`config.mk`:
```
export PLATFORM = sky130hd
export DESIGN_NAME = fifo_wr_arbiter
export DESIGN_NICKNAME = d
export VERILOG_FILES = /design/src/rtl/fifo_arb_pkg.sv /design/src/rtl/fifo_wr_arbiter.sv
export SDC_FILE = /design/constraint.sdc
export NUM_CORES = 1
export LEC_CHECK = 0
export ABC_AREA = 1
export CORE_MARGIN = 5
export CORE_UTILIZATION = 40
export CTS_CLUSTER_DIAMETER = 80
export DETAILED_ROUTE_END_ITERATION = 10
export PLACE_DENSITY = 0.91
export SYNTH_ARGS = -nofsm -noshare
export SYNTH_HDL_FRONTEND = slang
export SYNTH_SLANG_ARGS = --single-unit
```
`constraint.sdc`:
```
create_clock -name clk -period 2.81 [get_ports clk]
set_input_delay 0.562 -clock clk [delete_from_list [all_inputs] [get_ports clk]]
set_output_delay 0.562 -clock clk [all_outputs]
set_load 0.005 [all_outputs]
```
`src/rtl/fifo_arb_pkg.sv`:
```
// Shared encodings and defaults for the two-requester FIFO write arbiter.
package fifo_arb_pkg;

   typedef enum logic [1:0] {
      IDLE   = 2'd0,
      SERVE0 = 2'd1,
      SERVE1 = 2'd2
   } state_t;

   localparam int DATA_W_DEF    = 8;
   localparam int BURST_MAX_DEF = 4;

endpackage

```
`src/rtl/fifo_wr_arbiter.sv`:
```
// Round-robin burst arbiter sharing one FIFO write port between two requesters.
module fifo_wr_arbiter
   import fifo_arb_pkg::*;
#(
   parameter int DATA_W    = DATA_W_DEF,
   parameter int BURST_MAX = BURST_MAX_DEF
)(
   input  logic              clk,
   input  logic              reset,
   input  logic              req0,
   input  logic              req1,
   input  logic [DATA_W-1:0] data0,
   input  logic [DATA_W-1:0] data1,
   output logic              gnt0,
   output logic              gnt1,
   input  logic              fifo_full,
   output logic              fifo_w,
   output logic [DATA_W-1:0] fifo_data,
   output logic              busy
);

   localparam logic [2:0] LAST_BEAT = 3'(BURST_MAX - 1);

   state_t     state;
   state_t     nxt;
   logic [2:0] cnt;
   logic [2:0] cnt_nxt;
   logic       last_served;
   logic       last_nxt;
   logic       beat;
   logic       cur_id;
   logic       cur_req;
   logic       oth_req;
   state_t     oth_state;

   // Both requesting: the one not served last wins.
   function automatic state_t pick(
      input logic r0,
      input logic r1,
      input logic last
   );
      state_t s;
      s = IDLE;
      unique case (1'b1)
         (r0 & r1):  s = last ? SERVE0 : SERVE1;
         (r0 & ~r1): s = SERVE0;
         (~r0 & r1): s = SERVE1;
         default:    s = IDLE;
      endcase
      return s;
   endfunction

   assign beat      = ((gnt0 & req0) | (gnt1 & req1)) & ~fifo_full;
   assign fifo_w    = beat;
   assign fifo_data = ({DATA_W{gnt0}} & data0) | ({DATA_W{gnt1}} & data1);

   assign cur_id    = (state == SERVE1);
   assign cur_req   = cur_id ? req1 : req0;
   assign oth_req   = cur_id ? req0 : req1;
   assign oth_state = cur_id ? SERVE0 : SERVE1;

   always_comb begin
      nxt      = state;
      cnt_nxt  = cnt;
      last_nxt = last_served;
      unique case (state)
         IDLE: begin
            nxt = pick(req0, req1, last_served);
         end
         SERVE0, SERVE1: begin
            if (!cur_req) begin
               nxt      = pick(req0, req1, last_served);
               last_nxt = cur_id;
            end else if (beat) begin
               if (cnt == LAST_BEAT) begin
                  cnt_nxt = '0;
                  if (oth_req) begin
                     nxt      = oth_state;
                     last_nxt = cur_id;
                  end
               end else begin
                  cnt_nxt = cnt + 3'd1;
               end
            end
         end
         default: begin
            nxt = IDLE;
         end
      endcase
      if (nxt != state) begin
         cnt_nxt = '0;
      end
   end

   // Grants and busy are registered copies of the next-state decode.
   always_ff @(posedge clk or negedge reset) begin
      if (!reset) begin
         state       <= IDLE;
         cnt         <= '0;
         last_served <= 1'b1;
         gnt0        <= 1'b0;
         gnt1        <= 1'b0;
         busy        <= 1'b0;
      end else begin
         state       <= nxt;
         cnt         <= cnt_nxt;
         last_served <= last_nxt;
         gnt0        <= (nxt == SERVE0);
         gnt1        <= (nxt == SERVE1);
         busy        <= (nxt != IDLE);
      end
   end

endmodule

```
==> notes.org <==
#+TITLE: Flow metrics

** Synthesis
- Most area-consuming cells after synthesis :: dfrtp_1 (29%), nand2_1 (11%), a22o_1 (10%)
- Multiplexer share :: ~1.5%
- Per the synthesis report, the adder-cell share of the synthesized area is 7.29%.
- The synthesis run shows the most used standard cells to be nand2_1 (20), inv_1 (11), nor2_1 (11).
- Looking at the cell usage after synthesis, the top flip-flop cell is dfrtp_1.
- After technology mapping, the gate count stands at 95.
- Net count after synthesis :: 120
- After synthesis, the mean cell area works out to between 7 and 8 sq um.

** Cells and area
- Clock buffers in the final layout number 4.
- Area taken by multi-input logic gates :: between 300 and 400 sq um
- End-of-flow core utilization :: 62.2%

** Setup path
- R2R Path End :: cnt[0]
- Count of buffering cells on the critical path with inverters included :: 3
- In this run the number of cells on the critical path is 6.
- R2R setup slack :: 800 ps
- Timing startpoint of the critical path :: req1
- Looking at the critical path, the single cell with the biggest stage delay is clkdlybuf4s50_1.

** Clock network
- Clock latency reported for the late side of the worst-skew pair :: 260 ps
- Clock tree synthesis inserted a total of 3 buffers.
- CTS reports a maximum clock tree buffer depth of 2.
- CTS tree :: yes
- For reference, the clock transition at the flip-flops on the worst setup and hold paths is 60 ps.
- Post-CTS repair changed the size of 0 cells.

** Floorplanning
- Die Outline Area :: 2650 sq um
- In this run the vertical extent of the chip is 51.4 microns.

** Pwr
- Max power group :: combinational cells
- Leakage power total :: 0.000493 uW
- Sequential group share of total power :: 26.8%
- For the combinational group, total power comes out at 511 uW.

** Final timing
- The worst pin sits at a relative slew slack of between 70% and 80%.
- Clock period minus final worst setup slack :: 2530 ps
- Highest attainable clock frequency :: 0.396 GHz

** Placement
- Total half-perimeter wirelength after legalization and detailed placement :: ~1600 microns
- Cell area reported after detailed placement :: about 1000 sq um

** Detailed routing
- The routed wirelength on the met1 layer is recorded as 863 microns.
- TritonRoute reported its final design rule violation total as 0.
- Top routing layer in use :: met3
- Wire segments on met3 add up to 28 microns in the final route.
- Met2 Routed Length :: around 1000 microns

** Job
- OpenROAD emitted warnings numbering 28.

** Worst hold path
- Worst min-delay path endpoint :: last_served
- Class of the tightest hold or removal check :: flip-flop to flip-flop
- Hold depth :: 2

** Run status
- Run status :: finished clean
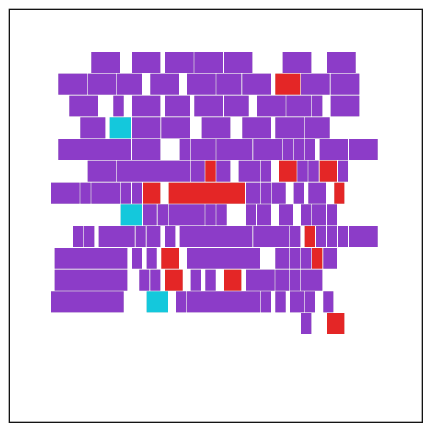
*Drive-strength map*
Scale: 8 px per micron.
[red] x2 | cells: 13 | most used: nand2_2
[cyan] x3 and x4 | cells: 3 | most used: clkbuf_4
[purple] x1 and smaller | cells: 113 | most used: clkdlybuf4s50_1
post-synthesis to final-layout area growth: 51.4%
count of buffers not belonging to the clock network in the layout: 32

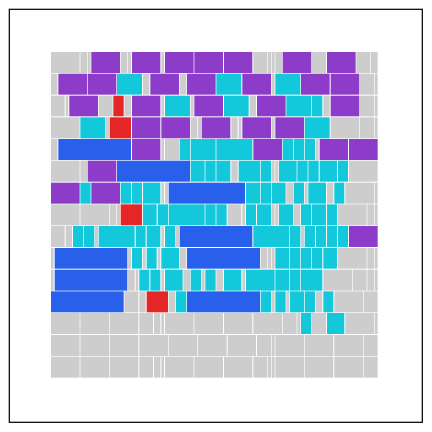
*Cells colored by class*
Scale: 8 px per micron. Fill, decap, tap and diode cells in gray.
[blue] registers | cells: 9
[red] clock drivers and dummy loads | cells: 4
[cyan] remaining logic cells | cells: 84
[purple] remaining buffers and delay cells | cells: 32
Row Count: 15
fraction of area in registers: 21.8%

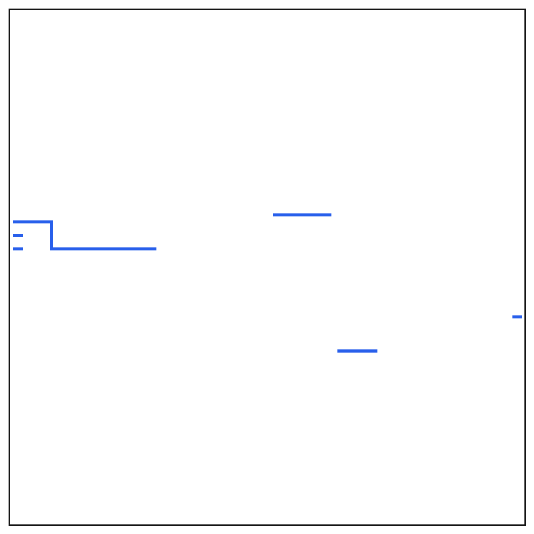
*M3 wires*
Scale: 10 px per micron.
wire length on this layer: 28.0 microns
nets with wire on the layer: 6
total routed wirelength: 1920 microns
via count of the routed design: 732

Power is estimated from default activity; no workload was simulated.
